File: src/rtl/lcd_write_sequencer_if.sv
// Client write port of the character-LCD sequencer.
// The client (master) presents {rs, byte} with valid and holds it until
// ready is seen high on the same cycle; the sequencer (slave) owns ready.
interface lcd_write_sequencer_if;
  logic       wr_valid;
  logic       wr_rs;
  logic [7:0] wr_data;
  logic       wr_ready;

  modport master (
    output wr_valid,
    output wr_rs,
    output wr_data,
    input  wr_ready
  );

  modport slave (
    input  wr_valid,
    input  wr_rs,
    input  wr_data,
    output wr_ready
  );
endinterface

File: src/rtl/lcd_write_sequencer.sv
// Character-LCD write sequencer (4-bit bus).
// After reset it waits for the panel to power up, runs the 4-bit init
// nibbles and the configuration bytes 0x28/0x06/0x0C/0x01, then accepts
// {rs, byte} writes from a client and sends each as two timed nibbles.
// Every wait is driven by one shared down-counter: a state that holds for
// N cycles loads N-1 on entry and leaves on the edge where it reads 0.
// Gaps that follow a complete nibble/byte (init gaps, post-byte wait) are
// measured from the falling edge of e, so they include the 1-cycle hold.
// The gap between the two nibbles of one byte starts after the hold.
//
// Optional feature: define LCD_AUTO_WRAP_EN to track the cursor and insert
// a line-change command (0xC0 / 0x80) after the 16th data byte on a line.
module lcd_write_sequencer #(
  parameter int SETUP_CYC     = 2,
  parameter int E_HIGH_CYC    = 12,
  parameter int NIB_GAP_CYC   = 50,
  parameter int BYTE_GAP_CYC  = 2000,
  parameter int CLEAR_CYC     = 82000,
  parameter int PWRON_CYC     = 750000,
  parameter int INIT_GAP0_CYC = 205000,
  parameter int INIT_GAP1_CYC = 5000,
  parameter int INIT_GAP2_CYC = 2000
) (
  input  logic                  clk,
  input  logic                  reset,
  lcd_write_sequencer_if.slave  wr,
  output logic                  init_done,
  output logic                  sf_e,
  output logic                  e,
  output logic                  rs,
  output logic                  rw,
  output logic                  d,
  output logic                  c,
  output logic                  b,
  output logic                  a
);

  // The sum of all waits is a safe upper bound for any single wait.
  localparam int CNT_W = $clog2(SETUP_CYC + E_HIGH_CYC + NIB_GAP_CYC +
                                BYTE_GAP_CYC + CLEAR_CYC + PWRON_CYC +
                                INIT_GAP0_CYC + INIT_GAP1_CYC +
                                INIT_GAP2_CYC + 1);

  typedef enum logic [2:0] {
    PWR_WAIT,
    NIB_SETUP,
    NIB_HIGH,
    NIB_HOLD,
    NIB_GAP,
    POST_WAIT,
    IDLE
  } state_t;

  // What the nibble engine is currently sending on behalf of.
  typedef enum logic [1:0] {
    PH_INIT,
    PH_CFG,
    PH_USER,
    PH_WRAP
  } phase_t;

  state_t           state_q;
  phase_t           phase_q;
  logic [CNT_W-1:0] cnt_q;
  logic             armed_q;
  logic [1:0]       idx_q;
  logic             lowNib_q;
  logic [7:0]       byte_q;
  logic             rsLat_q;
  logic             e_q;
  logic             rs_q;
  logic [3:0]       nib_q;
  logic             ready_q;
  logic             initDone_q;
  logic             sfE_q;

`ifdef LCD_AUTO_WRAP_EN
  logic [3:0]       col_q;
  logic             line_q;
`endif

  logic             isClear;
  logic [CNT_W-1:0] postLoad;

  function automatic logic [CNT_W-1:0] ld(input int n);
    return CNT_W'(n - 1);
  endfunction

  function automatic logic [7:0] cfgByte(input logic [1:0] i);
    case (i)
      2'd0:    return 8'h28;
      2'd1:    return 8'h06;
      2'd2:    return 8'h0C;
      default: return 8'h01;
    endcase
  endfunction

  assign isClear = !rsLat_q && (byte_q == 8'h01 || byte_q == 8'h02);

  // Wait length after a finished init nibble or byte, counted from e falling.
  always_comb begin
    postLoad = CNT_W'(BYTE_GAP_CYC - 2);
    if (phase_q == PH_INIT) begin
      case (idx_q)
        2'd0:    postLoad = CNT_W'(INIT_GAP0_CYC - 2);
        2'd1:    postLoad = CNT_W'(INIT_GAP1_CYC - 2);
        default: postLoad = CNT_W'(INIT_GAP2_CYC - 2);
      endcase
    end else if (isClear) begin
      postLoad = CNT_W'(CLEAR_CYC - 2);
    end
  end

  // Sequencer FSM: power-up wait, init, config, client writes; all outputs registered.
  always_ff @(posedge clk) begin
    if (reset) begin
      state_q    <= PWR_WAIT;
      phase_q    <= PH_INIT;
      cnt_q      <= '0;
      armed_q    <= 1'b0;
      idx_q      <= 2'd0;
      lowNib_q   <= 1'b0;
      byte_q     <= 8'h00;
      rsLat_q    <= 1'b0;
      e_q        <= 1'b0;
      rs_q       <= 1'b0;
      nib_q      <= 4'h0;
      ready_q    <= 1'b0;
      initDone_q <= 1'b0;
      sfE_q      <= 1'b1;
`ifdef LCD_AUTO_WRAP_EN
      col_q      <= 4'd0;
      line_q     <= 1'b0;
`endif
    end else begin
      case (state_q)
        PWR_WAIT: begin
          if (!armed_q) begin
            armed_q <= 1'b1;
            cnt_q   <= CNT_W'(PWRON_CYC - 2);
          end else if (cnt_q == '0) begin
            state_q <= NIB_SETUP;
            cnt_q   <= ld(SETUP_CYC);
            phase_q <= PH_INIT;
            idx_q   <= 2'd0;
            rs_q    <= 1'b0;
            nib_q   <= 4'h3;
          end else begin
            cnt_q <= cnt_q - 1'b1;
          end
        end

        NIB_SETUP: begin
          if (cnt_q == '0) begin
            state_q <= NIB_HIGH;
            cnt_q   <= ld(E_HIGH_CYC);
            e_q     <= 1'b1;
          end else begin
            cnt_q <= cnt_q - 1'b1;
          end
        end

        NIB_HIGH: begin
          if (cnt_q == '0) begin
            state_q <= NIB_HOLD;
            cnt_q   <= '0;
            e_q     <= 1'b0;
          end else begin
            cnt_q <= cnt_q - 1'b1;
          end
        end

        NIB_HOLD: begin
          if (phase_q != PH_INIT && !lowNib_q) begin
            state_q <= NIB_GAP;
            cnt_q   <= ld(NIB_GAP_CYC);
          end else begin
            state_q <= POST_WAIT;
            cnt_q   <= postLoad;
          end
        end

        NIB_GAP: begin
          if (cnt_q == '0) begin
            state_q  <= NIB_SETUP;
            cnt_q    <= ld(SETUP_CYC);
            lowNib_q <= 1'b1;
            nib_q    <= byte_q[3:0];
          end else begin
            cnt_q <= cnt_q - 1'b1;
          end
        end

        POST_WAIT: begin
          if (cnt_q == '0) begin
            case (phase_q)
              PH_INIT: begin
                if (idx_q == 2'd3) begin
                  phase_q  <= PH_CFG;
                  idx_q    <= 2'd0;
                  state_q  <= NIB_SETUP;
                  cnt_q    <= ld(SETUP_CYC);
                  lowNib_q <= 1'b0;
                  byte_q   <= cfgByte(2'd0);
                  rsLat_q  <= 1'b0;
                  rs_q     <= 1'b0;
                  nib_q    <= cfgByte(2'd0) >> 4;
                end else begin
                  idx_q   <= idx_q + 2'd1;
                  state_q <= NIB_SETUP;
                  cnt_q   <= ld(SETUP_CYC);
                  nib_q   <= (idx_q == 2'd2) ? 4'h2 : 4'h3;
                end
              end

              PH_CFG: begin
                if (idx_q == 2'd3) begin
                  state_q    <= IDLE;
                  ready_q    <= 1'b1;
                  initDone_q <= 1'b1;
                end else begin
                  idx_q    <= idx_q + 2'd1;
                  state_q  <= NIB_SETUP;
                  cnt_q    <= ld(SETUP_CYC);
                  lowNib_q <= 1'b0;
                  byte_q   <= cfgByte(idx_q + 2'd1);
                  rsLat_q  <= 1'b0;
                  rs_q     <= 1'b0;
                  nib_q    <= cfgByte(idx_q + 2'd1) >> 4;
                end
              end

              PH_USER: begin
`ifdef LCD_AUTO_WRAP_EN
                if (rsLat_q && col_q == 4'd15) begin
                  col_q    <= 4'd0;
                  line_q   <= ~line_q;
                  phase_q  <= PH_WRAP;
                  state_q  <= NIB_SETUP;
                  cnt_q    <= ld(SETUP_CYC);
                  lowNib_q <= 1'b0;
                  byte_q   <= line_q ? 8'h80 : 8'hC0;
                  rsLat_q  <= 1'b0;
                  rs_q     <= 1'b0;
                  nib_q    <= line_q ? 4'h8 : 4'hC;
                end else begin
                  if (rsLat_q) begin
                    col_q <= col_q + 4'd1;
                  end else if (isClear) begin
                    col_q  <= 4'd0;
                    line_q <= 1'b0;
                  end else if (byte_q[7]) begin
                    col_q  <= byte_q[3:0];
                    line_q <= byte_q[6];
                  end
                  state_q    <= IDLE;
                  ready_q    <= 1'b1;
                  initDone_q <= 1'b1;
                end
`else
                state_q    <= IDLE;
                ready_q    <= 1'b1;
                initDone_q <= 1'b1;
`endif
              end

              default: begin
                state_q    <= IDLE;
                ready_q    <= 1'b1;
                initDone_q <= 1'b1;
              end
            endcase
          end else begin
            cnt_q <= cnt_q - 1'b1;
          end
        end

        IDLE: begin
          if (wr.wr_valid && ready_q) begin
            ready_q  <= 1'b0;
            phase_q  <= PH_USER;
            state_q  <= NIB_SETUP;
            cnt_q    <= ld(SETUP_CYC);
            lowNib_q <= 1'b0;
            byte_q   <= wr.wr_data;
            rsLat_q  <= wr.wr_rs;
            rs_q     <= wr.wr_rs;
            nib_q    <= wr.wr_data[7:4];
          end
        end

        default: begin
          state_q <= PWR_WAIT;
          armed_q <= 1'b0;
          cnt_q   <= '0;
          e_q     <= 1'b0;
          ready_q <= 1'b0;
        end
      endcase
    end
  end

  assign wr.wr_ready  = ready_q;
  assign init_done    = initDone_q;
  assign sf_e         = sfE_q;
  assign e            = e_q;
  assign rs           = rs_q;
  assign rw           = 1'b0;
  assign {d, c, b, a} = nib_q;

endmodule
File: src/flat_wrapper.sv
// flat-port wrapper written by rule: the top's interface ports become plain ports
module lcd_write_sequencer_flat 
#(
  parameter int SETUP_CYC     = 2,
  parameter int E_HIGH_CYC    = 12,
  parameter int NIB_GAP_CYC   = 50,
  parameter int BYTE_GAP_CYC  = 2000,
  parameter int CLEAR_CYC     = 82000,
  parameter int PWRON_CYC     = 750000,
  parameter int INIT_GAP0_CYC = 205000,
  parameter int INIT_GAP1_CYC = 5000,
  parameter int INIT_GAP2_CYC = 2000
)
  (clk, reset, init_done, sf_e, e, rs, rw, d, c, b, a, wr_wr_valid, wr_wr_rs, wr_wr_data, wr_wr_ready);
  lcd_write_sequencer_if wr_i ();
  input  logic clk;
  input  logic reset;
  output logic init_done;
  output logic sf_e;
  output logic e;
  output logic rs;
  output logic rw;
  output logic d;
  output logic c;
  output logic b;
  output logic a;
  input wire logic [$bits(wr_i.wr_valid)-1:0] wr_wr_valid;
  input wire logic [$bits(wr_i.wr_rs)-1:0] wr_wr_rs;
  input wire logic [$bits(wr_i.wr_data)-1:0] wr_wr_data;
  output wire logic [$bits(wr_i.wr_ready)-1:0] wr_wr_ready;
  assign wr_i.wr_valid = wr_wr_valid;
  assign wr_i.wr_rs = wr_wr_rs;
  assign wr_i.wr_data = wr_wr_data;
  assign wr_wr_ready = wr_i.wr_ready;
  lcd_write_sequencer #(.SETUP_CYC(SETUP_CYC), .E_HIGH_CYC(E_HIGH_CYC), .NIB_GAP_CYC(NIB_GAP_CYC), .BYTE_GAP_CYC(BYTE_GAP_CYC), .CLEAR_CYC(CLEAR_CYC), .PWRON_CYC(PWRON_CYC), .INIT_GAP0_CYC(INIT_GAP0_CYC), .INIT_GAP1_CYC(INIT_GAP1_CYC), .INIT_GAP2_CYC(INIT_GAP2_CYC)) u_core (.clk(clk), .reset(reset), .wr(wr_i), .init_done(init_done), .sf_e(sf_e), .e(e), .rs(rs), .rw(rw), .d(d), .c(c), .b(b), .a(a));
endmodule
File: config.mk
export PLATFORM = sky130hd
export DESIGN_NAME = lcd_write_sequencer_flat
export DESIGN_NICKNAME = d
export VERILOG_FILES = /design/src/rtl/lcd_write_sequencer_if.sv /design/src/rtl/lcd_write_sequencer.sv /design/src/flat_wrapper.sv
export SDC_FILE = /design/constraint.sdc
export NUM_CORES = 1
export LEC_CHECK = 0
export ABC_CLOCK_PERIOD_IN_PS = 3200
export CAP_MARGIN = 10
export CORE_MARGIN = 5
export CORE_UTILIZATION = 45
export CTS_CLUSTER_SIZE = 40
export DETAILED_ROUTE_END_ITERATION = 10
export GPL_TIMING_DRIVEN = 0
export PLACE_DENSITY_LB_ADDON = 0.12
export SLEW_MARGIN = 10
export SYNTH_ARGS = -nofsm -noshare
export SYNTH_HDL_FRONTEND = slang
export SYNTH_SLANG_ARGS = --single-unit
File: constraint.sdc
create_clock -name clk -period 3.2 [get_ports clk]
set_clock_uncertainty 0.05 [all_clocks]
set_input_delay 0.64 -clock clk [delete_from_list [all_inputs] [get_ports clk]]
set_output_delay 0.64 -clock clk [all_outputs]
set_load 0.02 [all_outputs]
Fig. 1: run 1, gate-type map
(3 px per um)
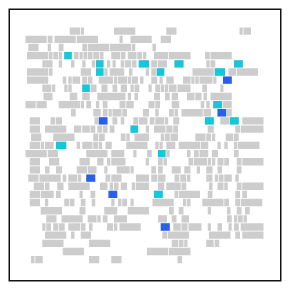
legend:
  cyan:
    family: non-inverting ao/oa cells
    cells: 16
  blue:
    family: xor and xnor cells
    cells: 6

Fig. 2: run 1, zoomed window
Region (55, 55) to (80, 80) um. Cells in gray, sequential cells in the stronger gray; small squares are vias.
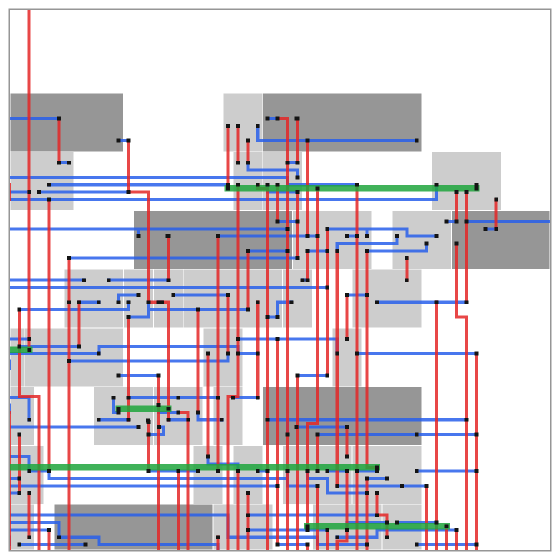
legend:
  blue:
    layer: metal 1
  red:
    layer: metal 2
  green:
    layer: metal 3
sequential cells in the window: 6
cells with their middle in the window: 34
most frequent: dfxtp_1 (6)
netlist names of flops here include: u_core.cnt_q (6)

Fig. 3: run 1, M1 wires
(3 px per um)
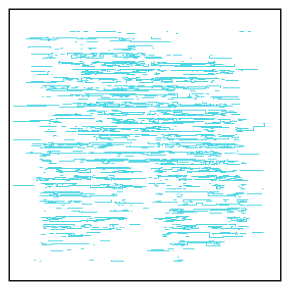
longest straight run: 21.6 um
main direction: horizontal

Fig. 4: run 1, where the registers sit
(4 px per um) Other sequential cells in the stronger gray, the rest of the logic in the fainter gray.
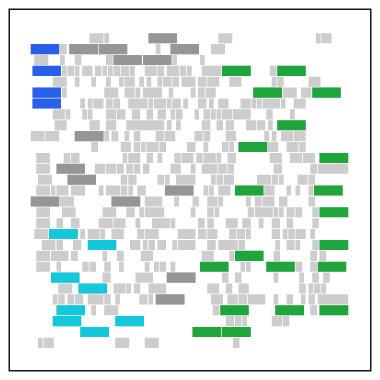
legend:
  cyan:
    netlist_name: u_core.byte_q
    placed_flops: 8
    where: south-west
  green:
    netlist_name: u_core.cnt_q
    placed_flops: 20
  blue:
    netlist_name: u_core.nib_q
    placed_flops: 4
    where: north-west
not colored: 14
fin util: 51.9%
Seq area share: 28.3%
FF/Latch Area: 921 um2
Seq power: 0.000648 W

==> run notes, run 1 <==
run metrics: status complete, no violations, Cell Area, Synth between 2000 and 3000 um2, Total Routed Length 8500 um, Tool Warnings 32, fmax ~0.36 GHz, clock share of power 29.3%, adder share about 3.5%, fin crit share between 80% and 90%, CTS tree yes, Synth area leader dfxtp_1, Placer Congestion 0.909, post-CTS setup repair buffer count 0, core area between 6000 and 7000 um2, crit path kind reg -> reg, Flops after synth 46, Final Hold Viols 0, DRT Pass-1 Iters 5, Final HPWL DP 6120 um, DRC viols 0, die height 90.0 um, EDFF count, synth 0, Slew @ Worst Pin slightly above 1 ns, Top-area cell share a little under a third, Synth logic family AND-OR/OR-AND gates, Critical Path AT roughly 3 ns, Place WS about 0.29 ns, clock buffer depth 2, Chip Area, Yosys 2880 um2, FP Util around 46%, area delta synth->final 13.1%, vias in the first global route 2848, Clock Tree Root clkbuf_8, Power Density about 400 nW/um2, crit path time final 2.80 ns, Lkg Pwr 1.11 nW, Die X between 90 and 100 um, Dominant flop cell dfxtp_1, setup ws final around 0.40 ns, Pint 0.000890 W, nets 419, Rows 29, Flop pwr share 49.5%, yosys cell count roughly 370, worst rel slew slack 30.3%, WL/cell 17.8 um, Peak supply drop 0.240 mV, Worst Path Required 3.40 ns, maxcap violations 0
==> run 1: power by group through the flow <==
stage          Combinational (W)  Clock, W  Sequential (W)
6_report                0.000278  0.000384        0.000648
3_3_place_gp            0.000272         0        0.000660
5_1_grt                 0.000308  0.000415        0.000655
2_1_floorplan           0.000201         0        0.000653
3_5_place_dp            0.000272         0        0.000662
4_1_cts                 0.000274  0.000394        0.000648
==> run 1: layout make-up <==
| cell class | instances | area, um2 |
|---|---|---|
| fillers | 646 | 3020 |
| well taps | 77 | 96.3 |
| clock inverters | 1 | 5.00 |
| repair buffers | 19 | 190 |
| flip-flops and latches | 46 | 921 |
| inverters | 13 | 48.8 |
| clock buffers | 7 | 86.3 |
| multi-input cells | 292 | 1810 |
| plain buffers | 22 | 106 |
==> run 1: worst max-delay path: cells and delay by family, from the launching register on <==
kind,cells,cell delay (ns)
buffers and inverters,1,0.18
AOI/OAI and AO/OA,2,0.79
and+or+nand+nor,3,1.13
DFF,1,0.38
adders and majority gates,1,0.22
==> run 1: worst paths after layout <==
path	cells after the start	to	from	slack, ns
setup reg to reg	7	u_core.cnt_q[3]	u_core.idx_q[0]	0.40
hold reg to reg	2	u_core.e	u_core.e	0.42
setup / recovery	7	u_core.cnt_q[3]	u_core.idx_q[0]	0.40
hold / removal	2	u_core.e	u_core.e	0.42
==> run 1: cell families after synthesis <==
logic type      Yosys count
mux                       7
flops                    46
buf+inv                  35
xor+xnor                  6
fa+ha+maj                 8
compound gates          120
simple gates            149
other cells               2
==> run 1: per-layer routing <==
layer	track usage, %	share of wire (%)
met2	33.4	48
met1	27.9	45
met4	7.82	1.4
met3	3.17	6.4
met5	0	0
==> run 1: layout by cell type (no fill, tap or decap), types with 6 or more instances in the layout <==
cell / count
a21oi_1: 21
a31oi_1: 12
clkbuf_1: 15
clkbuf_8: 6
clkdlybuf4s50_1: 19
dfxtp_1: 46
ha_1: 8
inv_1: 13
mux2i_1: 7
nand2_1: 31
nand2b_1: 8
nand3_1: 15
nor2_1: 45
nor3_1: 19
nor4_1: 7
o211ai_1: 7
o21ai_0: 32
==> run 1: stage by stage <==
stage,util (%),std cells,hold slack [ns],power (W)
2_1_floorplan,-,373,0.390,0.000854
3_3_place_gp,50.5,469,0.403,0.000932
5_1_grt,51.9,477,0.448,0.00138
6_report,51.9,477,0.420,0.00131
4_1_cts,51.9,477,0.426,0.00132
3_5_place_dp,50.5,469,0.409,0.000934
==> run 1: flip-flops by register name (all words and copies together) (netlist names) <==
| name | flops |
|---|---|
| u_core.byte_q | 8 |
| u_core.rsLat_q | 1 |
| u_core.idx_q | 2 |
| u_core.e | 1 |
| u_core.cnt_q | 20 |
| u_core.phase_q | 2 |
| u_core.armed_q | 1 |
| u_core.wr.wr_ready | 1 |
| u_core.init_done | 1 |
| u_core.state_q | 3 |
| u_core.rs | 1 |
| u_core.lowNib_q | 1 |
| u_core.nib_q | 4 |
==> run 2, diff against run 1 <==
--- a/config.mk
+++ b/config.mk
@@ -12,4 +12,5 @@
 export CTS_CLUSTER_SIZE = 40
 export DETAILED_ROUTE_END_ITERATION = 10
+export GPL_ROUTABILITY_DRIVEN = 0
 export GPL_TIMING_DRIVEN = 0
 export PLACE_DENSITY_LB_ADDON = 0.12
==> constraint.sdc (replaced) <==
create_clock -name clk -period 3.2 [get_ports clk]
set_clock_uncertainty 0.05 [all_clocks]
set_input_delay 0.32 -clock clk [delete_from_list [all_inputs] [get_ports clk]]
set_output_delay 0.32 -clock clk [all_outputs]
set_load 0.02 [all_outputs]
Fig. 5: run 2, where the registers sit
(4 px per um) Other sequential cells in the stronger gray, the rest of the logic in the fainter gray.
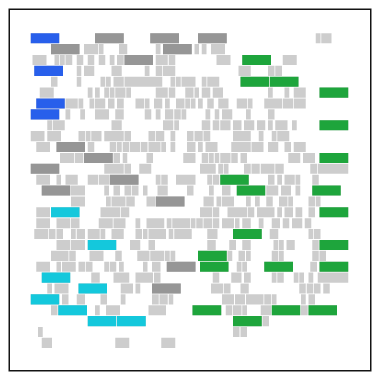
legend:
  green:
    netlist_name: u_core.cnt_q
    placed_flops: 20
  blue:
    netlist_name: u_core.nib_q
    placed_flops: 4
    where: north-west
  cyan:
    netlist_name: u_core.byte_q
    placed_flops: 8
    where: south-west
not colored: 14

==> run 2 against run 1 <==
Compared with the run above:
- worst hold slack improved by 0.0035 ns
- largest power group unchanged
- critical path type unchanged
- power decreased by 0.58%
- core utilization unchanged
- sequential cell count unchanged
==> run notes, run 2 <==
run metrics: Yosys warning total 0, Cell Area, Synth 2880 um2 (unchanged), total gr overflow 0, DRC viols 0 (unchanged), EDFF count, synth 0 (unchanged), Die X 90.0 um (unchanged), most flop-heavy register u_core.cnt_q, syn nets around 390, crit path kind reg -> reg, Synth Instances between 300 and 400, element type at the critical path start register, Rows 29 (unchanged), maxcap violations 0 (unchanged), FF/Latch Area 921 um2 (unchanged), Synth area leader dfxtp_1, Die Area just over 8000 um2, Total Routed Length 8450 um (-0.55%), Hold Slack 0.423 ns (+0.00352 ns), core area 6280 um2 (unchanged), Power Density 399 nW/um2 (-0.58%), buffers plus inverters on the worst setup path 1 (unchanged), Flops after synth 46 (unchanged), Chip Area, Yosys 2880 um2 (unchanged), Final Hold Viols 0 (unchanged), post-synth cell types 64, switching power total 0.000412 W, Critical Path AT 2.96 ns (-0.04 ns), most frequent cells in the layout 46 x dfxtp_1, 45 x nor2_1, 32 x o21ai_0, Tool Warnings 32 (unchanged), post-CTS setup repair buffer count 0 (unchanged), fill cell count 647 (+0.15%), Dominant flop cell dfxtp_1, ratio of cells with drive above 1 in the final layout under 10%, Peak supply drop 0.235 mV (-1.8%), Worst Path Required 3.39 ns (about the same), FP Util 45.9% (unchanged), clk latency late pin 0.30 ns, Synth top cells by count 46 x dfxtp_1, 45 x nor2_1, 32 x o21ai_0, fin crit share 86.5% (-0.99 points), clock share of power 28.9% (-0.4 points), pin count of the biggest net entering global routing 14, Largest register FFs 20 (unchanged), DRT iter0 DRCs around 240, delay-heaviest family, CP simple AND/OR/NAND/NOR gates, most used logic cell in the final layout dfxtp_1, fmax 0.361 GHz (+1.1%), Flop pwr share 49.8% (+0.3 points), Slew @ Worst Pin 1.05 ns (+0.0127 ns), slowest stage delay, CP ~0.84 ns, yosys cell count 373 (unchanged), top-count cell post-synth dfxtp_1, DRT Pass-1 Iters 5 (unchanged), CTS tree yes, status complete, no violations, Pint 0.000889 W (about the same), area delta synth->final 13.1% (unchanged), Largest regs u_core.cnt_q x20, u_core.byte_q x8, u_core.nib_q x4, crit path time final 2.77 ns (-0.0316 ns), Final HPWL DP 6210 um (+1.4%), Clock Tree Root clkbuf_8, Top-area cell share 32.0% (unchanged), slowest CP cell nor3_1, clock-pin slew on the worst setup and hold paths 0.09 ns, die height 90.0 um (unchanged), Comb gate area 1810 um2 (unchanged), nets 419 (unchanged), vias in the first global route 2839 (-0.32%), Lkg Pwr 1.11 nW (unchanged), element type at the critical path end register, WL/cell 17.7 um (-0.55%), clock buffer depth 2 (unchanged), worst rel slew slack 29.4% (-0.85 points)
Fig. 6: run 2, M1 wires
(3 px per um)
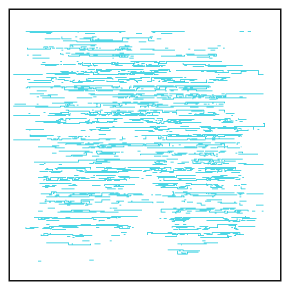
wire length on this layer: 3710 um
nets with wire on the layer: 388

run 2: cell counts after synthesis:
No cell type changed its count.
run 2: path summary, 6_finish.rpt:
kind	cells after the start	from	end	slack, ns
worst min register to register	2	u_core.e	u_core.e	0.42
worst min-delay path	2	u_core.e	u_core.e	0.42
worst max-delay path	7	u_core.idx_q[0]	u_core.cnt_q[3]	0.43
worst max register to register	7	u_core.idx_q[0]	u_core.cnt_q[3]	0.43
run 2: cell families (layout without fill, tap and decap cells):
logic type	Yosys count	count (layout)	synth area share, %
AND/OR/NAND/NOR	149	149	26.8
AND-OR/OR-AND	120	120	27.9
flip-flops	46	46	32.0
buffers and inverters	35	62	5.38
adder cells (fa/ha/maj)	8	8	3.47
multiplexers	7	7	2.43
XOR/XNOR	6	6	1.82
other	2	2	0.261
run 2: power groups by stage:
stage / Sequential [W] / Clock, W / Combinational, W
2_1_floorplan: 0.000653 / 0 / 0.000201
3_3_place_gp: 0.000660 / 0 / 0.000272
3_5_place_dp: 0.000662 / 0 / 0.000273
4_1_cts: 0.000648 / 0.000388 / 0.000275
5_1_grt: 0.000655 / 0.000415 / 0.000309
6_report: 0.000648 / 0.000376 / 0.000278
run 2: final cells by class:
cell class / instances / share of cell area [%]
Inverter: 13 / 1.50
Tap cell: 77 / 2.96
Multi-Input combinational cell: 292 / 55.4
Clock inverter: 1 / 0.154
Buffer: 22 / 3.26
Clock buffer: 7 / 2.65
Timing Repair Buffer: 19 / 5.83
Sequential cell: 46 / 28.3
run 2: per-layer routing:
layer | vias to the layer above | routed length (um) | track usage [%]
met3 | 22 | 588 | 4.09
met2 | 107 | 3970 | 33.8
met4 | 0 | 186 | 6.82
met1 | 1358 | 3710 | 27.0
met5 | - | 0 | 0
li1 | 1429 | - | -
run 2: metrics by stage:
step	std cells	cell area (um2)	setup slack, ns	total power [W]	util, %
3_3_place_gp	469	3170	0.545	0.000932	50.5
2_1_floorplan	373	2880	0.954	0.000854	-
3_5_place_dp	469	3170	0.549	0.000935	50.5
6_report	477	3260	0.434	0.00130	51.9
4_1_cts	477	3260	0.515	0.00131	51.9
5_1_grt	477	3260	0.264	0.00138	51.9
run 2: worst min-delay path: stages (launching register included):
cell,delay (ns)
dfxtp_1,0.33
nand2_1,0.05
a21oi_1,0.05
Power figures rest on the tool's default switching activity, not on a simulated workload.
